[src/rtl/hilo_mdu_sched_if.sv]
// hilo_mdu_sched_if: EX-stage mult/div request and HI/LO writeback bundle
//   master: issue/op/rs_val/rt_val/hilo_rd/hilo_mt/flush out; busy/stall/HIWrite/LOWrite/HI_out/LO_out in
//   slave : the reverse, used by the scheduler
interface hilo_mdu_sched_if #(parameter int XLEN = 32);
  logic            issue;
  logic [1:0]      op;
  logic [XLEN-1:0] rs_val;
  logic [XLEN-1:0] rt_val;
  logic            hilo_rd;
  logic            hilo_mt;
  logic            flush;
  logic            busy;
  logic            stall;
  logic            HIWrite;
  logic            LOWrite;
  logic [XLEN-1:0] HI_out;
  logic [XLEN-1:0] LO_out;
  modport master (output issue, op, rs_val, rt_val, hilo_rd, hilo_mt, flush,
                  input busy, stall, HIWrite, LOWrite, HI_out, LO_out);
  modport slave (input issue, op, rs_val, rt_val, hilo_rd, hilo_mt, flush,
                 output busy, stall, HIWrite, LOWrite, HI_out, LO_out);
endinterface

[src/rtl/hilo_mdu_sched.sv]
// hilo_mdu_sched: iterative MULT/MULTU/DIV/DIVU unit with HI/LO writeback and pipeline stall control
//   clk, CLR_n (async active-low reset), bus (slave side of hilo_mdu_sched_if)
module hilo_mdu_sched #(
  parameter int XLEN      = 32,
  parameter int ZERO_FAST = 1
) (
  input logic              clk,
  input logic              CLR_n,
  hilo_mdu_sched_if.slave  bus
);
  localparam int CW = $clog2(XLEN);
  typedef enum logic [1:0] {IDLE, RUN, FIX, WB} state_t;
  state_t          state_q;
  logic [CW-1:0]   cnt_q;
  logic            div_q, nq_q, nr_q;
  logic [XLEN-1:0] m_q, hi_q, lo_q;
  logic            sgn, dz, sa, sb;
  logic [XLEN-1:0] a_mag, b_mag;
  logic [XLEN:0]   madd, sh;
  logic [XLEN+1:0] dif;
  logic [2*XLEN-1:0] run_d, fix_d;
  // A zero divisor keeps the dividend unsigned so HI returns rs_val untouched
  // and LO ends as all ones, whether or not the fast path is taken.
  assign sgn   = ~bus.op[0];
  assign dz    = bus.op[1] & (bus.rt_val == '0);
  assign sa    = sgn & bus.rs_val[XLEN-1] & ~dz;
  assign sb    = sgn & bus.rt_val[XLEN-1];
  assign a_mag = sa ? -bus.rs_val : bus.rs_val;
  assign b_mag = sb ? -bus.rt_val : bus.rt_val;
  // Multiply: {hi,lo} shifts right, multiplier bit in lo[0] gates the add.
  // Divide: {hi,lo} shifts left, a restoring trial subtract sets the quotient bit.
  assign madd  = {1'b0, hi_q} + (lo_q[0] ? {1'b0, m_q} : '0);
  assign sh    = {hi_q, lo_q[XLEN-1]};
  assign dif   = {1'b0, sh} - {2'b0, m_q};
  assign run_d = div_q ? {dif[XLEN+1] ? sh[XLEN-1:0] : dif[XLEN-1:0], lo_q[XLEN-2:0], ~dif[XLEN+1]}
                       : {madd, lo_q[XLEN-1:1]};
  assign fix_d = div_q ? {nr_q ? -hi_q : hi_q, nq_q ? -lo_q : lo_q}
                       : (nq_q ? -{hi_q, lo_q} : {hi_q, lo_q});
  always_ff @(posedge clk or negedge CLR_n)
    if (!CLR_n) begin
      state_q <= IDLE;
      cnt_q   <= '0;
      div_q   <= 1'b0;
      nq_q    <= 1'b0;
      nr_q    <= 1'b0;
      m_q     <= '0;
      hi_q    <= '0;
      lo_q    <= '0;
    end else if (bus.flush) begin
      state_q <= IDLE;
    end else begin
      case (state_q)
        IDLE: if (bus.issue) begin
          div_q <= bus.op[1];
          nq_q  <= sa ^ sb;
          nr_q  <= sa;
          cnt_q <= '0;
          m_q   <= bus.op[1] ? b_mag : a_mag;
          if (ZERO_FAST != 0 && dz) begin
            hi_q    <= bus.rs_val;
            lo_q    <= '1;
            state_q <= WB;
          end else begin
            hi_q    <= '0;
            lo_q    <= bus.op[1] ? a_mag : b_mag;
            state_q <= RUN;
          end
        end
        RUN: begin
          {hi_q, lo_q} <= run_d;
          cnt_q        <= cnt_q + 1'b1;
          if (cnt_q == CW'(XLEN-1)) state_q <= FIX;
        end
        FIX: begin
          {hi_q, lo_q} <= fix_d;
          state_q      <= WB;
        end
        default: state_q <= IDLE;
      endcase
    end
  // In WB the HI/LO write lands before the ID read, so MFHI/MFLO need not wait.
  assign bus.busy    = state_q != IDLE;
  assign bus.stall   = bus.busy & (bus.issue | bus.hilo_mt | (bus.hilo_rd & state_q != WB));
  assign bus.HIWrite = state_q == WB;
  assign bus.LOWrite = state_q == WB;
  assign bus.HI_out  = hi_q;
  assign bus.LO_out  = lo_q;
endmodule

[src/flat_wrapper.sv]
// flat-port wrapper written by rule: the top's interface ports become plain ports
module hilo_mdu_sched_flat 
#(
  parameter int XLEN      = 32,
  parameter int ZERO_FAST = 1
)
  (clk, CLR_n, bus_issue, bus_op, bus_rs_val, bus_rt_val, bus_hilo_rd, bus_hilo_mt, bus_flush, bus_busy, bus_stall, bus_HIWrite, bus_LOWrite, bus_HI_out, bus_LO_out);
  hilo_mdu_sched_if #(.XLEN(XLEN)) bus_i ();
  input logic clk;
  input logic CLR_n;
  input wire logic [$bits(bus_i.issue)-1:0] bus_issue;
  input wire logic [$bits(bus_i.op)-1:0] bus_op;
  input wire logic [$bits(bus_i.rs_val)-1:0] bus_rs_val;
  input wire logic [$bits(bus_i.rt_val)-1:0] bus_rt_val;
  input wire logic [$bits(bus_i.hilo_rd)-1:0] bus_hilo_rd;
  input wire logic [$bits(bus_i.hilo_mt)-1:0] bus_hilo_mt;
  input wire logic [$bits(bus_i.flush)-1:0] bus_flush;
  output wire logic [$bits(bus_i.busy)-1:0] bus_busy;
  output wire logic [$bits(bus_i.stall)-1:0] bus_stall;
  output wire logic [$bits(bus_i.HIWrite)-1:0] bus_HIWrite;
  output wire logic [$bits(bus_i.LOWrite)-1:0] bus_LOWrite;
  output wire logic [$bits(bus_i.HI_out)-1:0] bus_HI_out;
  output wire logic [$bits(bus_i.LO_out)-1:0] bus_LO_out;
  assign bus_i.issue = bus_issue;
  assign bus_i.op = bus_op;
  assign bus_i.rs_val = bus_rs_val;
  assign bus_i.rt_val = bus_rt_val;
  assign bus_i.hilo_rd = bus_hilo_rd;
  assign bus_i.hilo_mt = bus_hilo_mt;
  assign bus_i.flush = bus_flush;
  assign bus_busy = bus_i.busy;
  assign bus_stall = bus_i.stall;
  assign bus_HIWrite = bus_i.HIWrite;
  assign bus_LOWrite = bus_i.LOWrite;
  assign bus_HI_out = bus_i.HI_out;
  assign bus_LO_out = bus_i.LO_out;
  hilo_mdu_sched #(.XLEN(XLEN), .ZERO_FAST(ZERO_FAST)) u_core (.clk(clk), .CLR_n(CLR_n), .bus(bus_i));
endmodule
[config.mk]
export PLATFORM = sky130hd
export DESIGN_NAME = hilo_mdu_sched_flat
export DESIGN_NICKNAME = d
export VERILOG_FILES = /design/src/rtl/hilo_mdu_sched_if.sv /design/src/rtl/hilo_mdu_sched.sv /design/src/flat_wrapper.sv
export SDC_FILE = /design/constraint.sdc
export NUM_CORES = 1
export LEC_CHECK = 0
export ABC_CLOCK_PERIOD_IN_PS = 5200
export CAP_MARGIN = 10
export CORE_UTILIZATION = 51
export CTS_BUF_LIST = sky130_fd_sc_hd__clkbuf_8
export CTS_CLUSTER_SIZE = 30
export DETAILED_ROUTE_END_ITERATION = 8
export PLACE_DENSITY = 0.7
export SETUP_SLACK_MARGIN = 0.1
export SLEW_MARGIN = 20
export SYNTH_ARGS = -nofsm -noshare
export SYNTH_HDL_FRONTEND = slang
export SYNTH_SLANG_ARGS = --single-unit
[constraint.sdc]
create_clock -name clk -period 5.2 [get_ports clk]
set_clock_uncertainty 0.1 [all_clocks]
set_input_delay 1.3 -clock clk [delete_from_list [all_inputs] [get_ports clk]]
set_output_delay 1.3 -clock clk [all_outputs]
set_load 0.005 [all_outputs]
Run 1, placed standard cells:
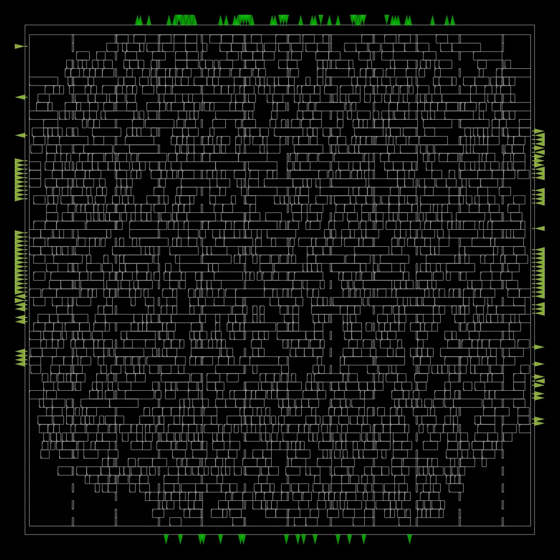
row count: 58
Tap Cells: 330
Flops: 106

Run 1, gate families picked out:
Scale: 3 px per um.
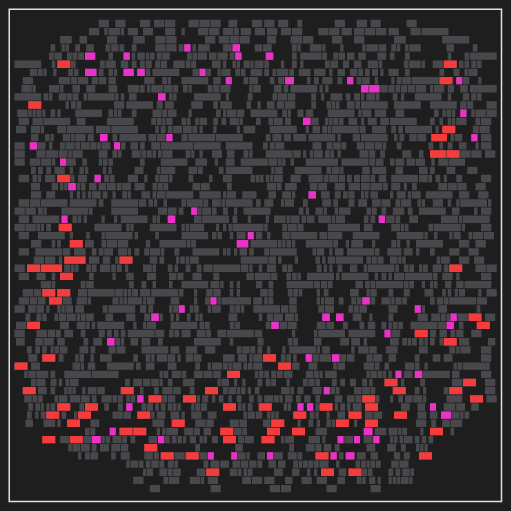
- magenta: AND and OR gates (cells 69; where spread over the die)
- red: adder and majority cells (cells 76)

Run 1, nets reached from selected ports:
Scale: 1.5 px per um.
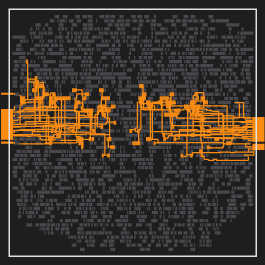
- orange: bus_rs_val (bits 32; direction input; edge 17 left, 15 right; end cells 113; buffers 32; wire 3040 um)

Run 1, cells by drive strength:
Scale: 3 px per um.
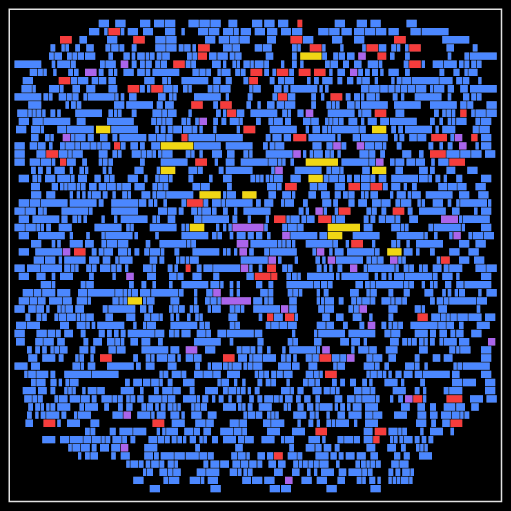
- red: drive 2 (cells 71; share 3.7%)
- blue: drive 1 or less (cells 1774; share 93%)
- purple: drive 3 to 4 (cells 42; share 2.2%)
- yellow: drive 6 and up (cells 15; share 0.79%)

==> changes_impl.md, run 1 <==
### Physical design

* Comb. pwr at roughly 7.7 mW
* Resize count post-CTS at 0
* Synth Seq Share at 19.9%
* Comb area leader: AND-OR/OR-AND gates
* Status: complete, no violations
* Hold WC Path Type: flop to flop
* Worst path arrival time at roughly 4.7 ns
* WL per Instance at approximately 22 um
* DR DRC count at 0
* Largest power group: combinational cells
* Initial antenna violation count at 0
* CP endpoint: u_core.bus.LO_out[3]
* Flop area at around 2700 um2
* Chip area estimate from yosys synthesis at ~13000 um2
* CP Max Fanout at 31
* Post-route ant nets at 0
* Combinational gate area at 9990 um2
* P_sw at 5.51 mW
* Synth Area in Adders at 7.25%
* Met2 wire len at 21900 um
* Lkg Pwr at 6.35 nW
* Postcts setup bufs at 0
* Flop-to-flop setup slack at 0.79 ns
* Final Cycle Share at 85.8%
## run 1: worst min-delay path: stages (launching register included)
cell	delay, ns
dfrtp_1	0.36
nand2_1	0.05
nand2_1	0.05
## run 1: worst min-delay path by stage
stage	slack (ns)	endpoint
after floorplan	0.34	u_core.m_q[11]
after global placement	0.35	u_core.m_q[18]
after detailed placement	0.36	u_core.m_q[11]
after CTS	0.39	u_core.m_q[11]
after global routing	0.41	u_core.m_q[21]
final	0.39	u_core.m_q[16]
## run 1: registers in the layout, indices dropped and copies added (netlist names)
register and count:
u_core.bus.LO_out 32, u_core.nq_q 1, u_core.state_q 2, u_core.bus.HI_out 32
u_core.m_q 32, u_core.div_q 1, u_core.nr_q 1, u_core.cnt_q 5
## run 1: layout by cell type, fill, tap and decap left out, drive strengths merged, types with 12 or more instances in the layout
cell type	Yosys	final
a211oi	30	30
a21o	49	49
a21oi	203	203
a221oi	17	17
a22o	16	16
a31oi	15	15
and3	13	13
buf	19	38
clkdlybuf4s50	0	137
dfrtp	106	106
ha	74	74
inv	67	66
mux2	39	39
mux2i	32	32
nand2	207	207
nand2b	20	20
nand3	35	35
nor2	170	170
nor2b	13	13
nor3	61	61
nor4	20	20
o21a	18	18
o21ai	136	136
o22ai	12	12
o31ai	24	24
o41ai	16	16
or3	15	15
or4	19	19
xnor2	77	77
xor2	52	52
## run 1: cell type report
type	instances	share of cell area, %
multi-input cells	1538	65.6
flip-flops and latches	106	17.4
repair buffers	175	11.0
well taps	330	2.71
inverters	68	1.68
clock buffers	10	0.904
clock inverters	5	0.674
## run 1: stage by stage
step,instances,setup slack [ns],instance area (um2)
4_1_cts,2232,0.800,15200
3_5_place_dp,2217,0.392,15000
6_report,2232,0.737,15200
5_1_grt,2232,0.590,15200
3_3_place_gp,2217,0.504,15000
2_1_floorplan,1828,1.37,13300
Run 1, pin placement:
Scale: 3 px per um. Pins as bars across the die edge, other pins in grey.
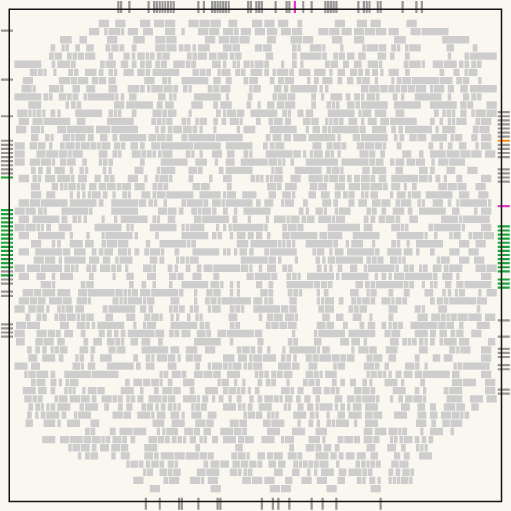

--- run 2 (diff from run 1) ---
--- a/config.mk
+++ b/config.mk
@@ -12,7 +12,9 @@
 export CTS_CLUSTER_SIZE = 30
 export DETAILED_ROUTE_END_ITERATION = 8
 export PLACE_DENSITY = 0.7
+export RECOVER_POWER = 50
 export SETUP_SLACK_MARGIN = 0.1
+export SKIP_LAST_GASP = 1
 export SLEW_MARGIN = 20
 export SYNTH_ARGS = -nofsm -noshare
 export SYNTH_HDL_FRONTEND = slang
Run 2, pin placement:
Scale: 3 px per um. Pins as bars across the die edge, other pins in grey.
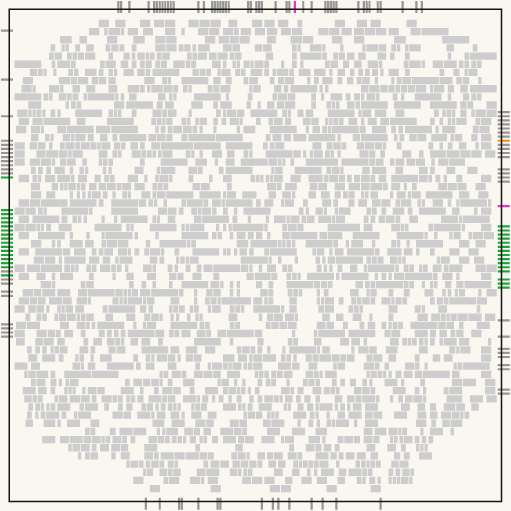
- magenta: bus_op (pins 2; direction input; edge 1 right, 1 top)
- orange: bus_HIWrite (pins 1; direction output; edge right)
- green: bus_rs_val (pins 32; direction input; edge 17 left, 15 right)

==> changes_impl.md, run 2 <==
### Physical design

* Cell Type Count at 83
* DR DRC count at 0 (unchanged)
* Cell Count Post-Placement at 2217 (unchanged)
* Resize count post-CTS at 0 (unchanged)
* Post-synth ARST share at 100%
* Hold WC Path Type: flop to flop
* Max stage delay on crit path at 0.62 ns
* Final Cycle Share at 86.0% (+0.19 points)
* Synthesized cell area at 13300 um2
* Comb area leader: AND-OR/OR-AND gates
* Fin. max-slew vios at 65
* Chip area estimate from yosys synthesis at 13300 um2 (unchanged)
* Met2 wire len at 22100 um (+1.0%)
* Vias at 14.9k
* Flop-to-flop setup slack at 0.80 ns (about the same)
* Top cells excl fill/tap: nand2_1 (205), a21oi_1 (202), nor2_1 (168)
* Row count at 58 (unchanged)
* WL per Instance at 21.7 um (about the same)
* Max Cap Viol at 2
* Failing checks: max-capacitance violations, max-slew violations
* Synth Seq Share at 19.9% (unchanged)
* Worst path arrival time at 4.67 ns (about the same)
* Worst path required time at 5.39 ns
* Met3 Usage GRT at 4.85%
* Lkg Pwr at 6.37 nW (+0.35%)
* Initial antenna violation count at 0 (unchanged)
* Most frequent logic cell in the layout: nand2_1
* Die width at 164 um
* Status: finished, violations left
* Total gr overflow at 0
* Postcts setup bufs at 0 (unchanged)
* CP Max Fanout at 31 (unchanged)
* Combinational gate area at 9990 um2 (unchanged)
* Post-route ant nets at 0 (unchanged)
* Simple-Gate Area Share at 21.9%
* Finished Layout Cells at 2232 (unchanged)
* Floorplan utilization at 52.4%
* Flop area at 2660 um2 (unchanged)
* Tool warnings at 29
* Delay-heaviest family, CP: simple AND/OR/NAND/NOR gates
* Synth Area in Adders at 7.25% (unchanged)
## run 2: cell counts after synthesis
Identical to the previous run, type by type.
## run 2: cells by family after synthesis
| kind of cell | Yosys count |
|---|---|
| AND-OR/OR-AND | 643 |
| AND/OR/NAND/NOR | 619 |
| buffers and inverters | 184 |
| XOR/XNOR | 129 |
| flip-flops | 106 |
| adder cells (fa/ha/maj) | 76 |
| multiplexers | 71 |
## run 2: final cells by class
type / instances / area share [%]
Sequential cell: 106 / 17.5
Timing Repair Buffer: 175 / 10.9
Inverter: 68 / 1.68
Clock buffer: 10 / 0.905
Clock inverter: 5 / 0.674
Tap cell: 330 / 2.71
Multi-Input combinational cell: 1538 / 65.6
## run 2: stage by stage
stage / area, um2 / setup slack, ns / hold slack (ns)
6_report: 15200 / 0.727 / 0.386
3_5_place_dp: 15000 / 0.392 / 0.362
4_1_cts: 15200 / 0.800 / 0.385
2_1_floorplan: 13300 / 1.37 / 0.339
5_1_grt: 15200 / 0.593 / 0.407
3_3_place_gp: 15000 / 0.504 / 0.353
## run 2: where the power goes
group	total (mW)	switching, mW	leakage, nW	internal [mW]
registers	1.93	0.725	1.32	1.21
logic	7.64	4.44	4.93	3.20
clock network	0.657	0.327	0.118	0.330
## run 2: path summary, 6_finish.rpt
| check | startpoint | end | cells after the start |
|---|---|---|---|
| max | bus_rt_val[13] | u_core.bus.LO_out[3] | 11 |
| min | u_core.m_q[16] | u_core.m_q[16] | 2 |
| max reg2reg | u_core.bus.LO_out[0] | u_core.bus.HI_out[23] | 13 |
| min reg2reg | u_core.m_q[16] | u_core.m_q[16] | 2 |
| max in group asynchronous | CLR_n | u_core.bus.HI_out[0] | 2 |
| min in group asynchronous | CLR_n | u_core.bus.HI_out[29] | 1 |
--- run 3 (diff from run 2) ---
--- a/config.mk
+++ b/config.mk
@@ -6,7 +6,6 @@
 export NUM_CORES = 1
 export LEC_CHECK = 0
 export ABC_CLOCK_PERIOD_IN_PS = 5200
-export CAP_MARGIN = 10
 export CORE_UTILIZATION = 51
 export CTS_BUF_LIST = sky130_fd_sc_hd__clkbuf_8
 export CTS_CLUSTER_SIZE = 30
@@ -14,7 +13,6 @@
 export PLACE_DENSITY = 0.7
 export RECOVER_POWER = 50
 export SETUP_SLACK_MARGIN = 0.1
-export SKIP_LAST_GASP = 1
 export SLEW_MARGIN = 20
 export SYNTH_ARGS = -nofsm -noshare
 export SYNTH_HDL_FRONTEND = slang
Run 3, placed standard cells:
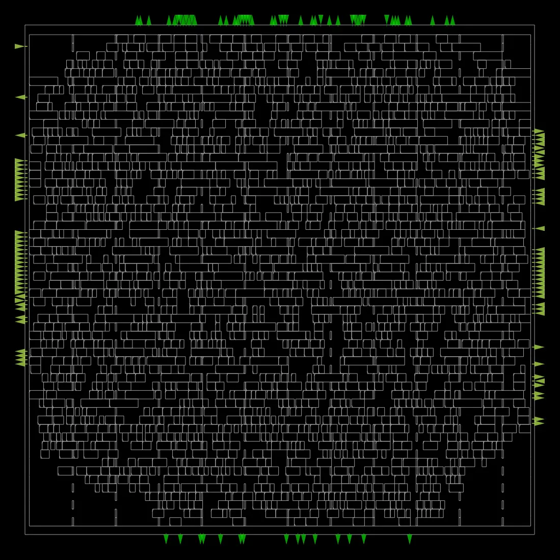
core area: 25400 um2
Finished Layout Cells: 2232

==> changes_impl.md, run 3 <==
### Physical design

* Status: finished, violations left
* Failing checks: max-capacitance violations, max-slew violations
* Hold WC Path Type: flop to flop
* Most frequent logic cell in the layout: nand2_1
* Worst path required time at 5.39 ns (about the same)
* Floorplan utilization at 52.4% (unchanged)
* Hold path startpoint: u_core.m_q[16]
* Stages on the worst setup path at 11 (unchanged)
* Post-route ant nets at 0 (unchanged)
* Cell Count Post-Placement at 2217 (unchanged)
* CP Max Fanout at 31 (unchanged)
* Delay-heaviest family, CP: simple AND/OR/NAND/NOR gates
* Cell Type Count at 83 (unchanged)
* Initial antenna violation count at 0 (unchanged)
* Hold Path End: u_core.m_q[16]
* Row count at 58 (unchanged)
* Max Cap Viol at 2 (unchanged)
* Die width at 164 um (unchanged)
* Post-place setup slack at 0.392 ns (unchanged)
* Flop-to-flop setup slack at 0.80 ns (about the same)
* Resize count post-CTS at 0 (unchanged)
* WL per Instance at 21.7 um (unchanged)
* Tool warnings at 29 (unchanged)
* Fin. max-slew vios at 65 (unchanged)
* Synth Seq Share at 19.9% (unchanged)
* Final Cell Area at 15200 um2 (unchanged)
* DR DRC count at 0 (unchanged)
* Lkg Pwr at 6.37 nW (unchanged)
* R2R depth at 13 (unchanged)
* FF-to-FF Start: u_core.bus.LO_out[0]
* Worst hold slack at 0.386 ns (unchanged)
* Met2 wire len at 22100 um (unchanged)
* Met3 Usage GRT at 4.85% (unchanged)
* Top cells excl fill/tap: nand2_1 (205), a21oi_1 (202), nor2_1 (168)
* Chip area estimate from yosys synthesis at 13300 um2 (unchanged)
## run 3: cell counts in the layout (fill, tap and decap cells not counted)
Identical to the previous run, type by type.
## run 3: cell families (layout without fill, tap and decap cells)
kind of cell | count (synthesis) | count (layout) | synth area share, %
and+or+nand+nor | 619 | 619 | 21.9
muxes | 71 | 71 | 5.70
xor gates and xnor gates | 129 | 129 | 8.48
adders and majority gates | 76 | 76 | 7.25
buffers and inverters | 184 | 258 | 5.35
DFF | 106 | 106 | 19.9
AOI/OAI and AO/OA | 643 | 643 | 31.4
## run 3: power by group
| part | total [mW] | switching (mW) | internal, mW |
|---|---|---|---|
| clock network | 0.657 | 0.327 | 0.330 |
| logic | 7.64 | 4.44 | 3.20 |
| registers | 1.93 | 0.725 | 1.21 |
| total | 10.2 | 5.49 | 4.74 |
## run 3: tightest hold or removal path, cell delays in order (launching register included)
cell     delay [ns]
dfrtp_1        0.36
nand2_1        0.05
nand2_1        0.05
## run 3: how the worst max path moves through the flow
stage | start | to | slack (ns)
2_1_floorplan | bus_rt_val[13] | u_core.bus.HI_out[23] | 1.37
3_3_place_gp | bus_rs_val[12] | u_core.bus.LO_out[23] | 0.50
3_5_place_dp | bus_rt_val[13] | u_core.bus.LO_out[7] | 0.39
4_1_cts | bus_rt_val[13] | u_core.bus.LO_out[7] | 0.80
5_1_grt | u_core.bus.LO_out[0] | u_core.bus.HI_out[23] | 0.59
6_report | bus_rt_val[13] | u_core.bus.LO_out[3] | 0.73
## run 3: cell type report
cell class	count	area [um2]	share of cell area, %
tap	330	413	2.71
timing repair buffer	175	1660	10.9
inverter	68	255	1.68
sequential	106	2660	17.5
clock buffer	10	138	0.905
clock inverter	5	103	0.674
multi-input combinational	1538	9990	65.6
Power and IR drop assume default switching activity.
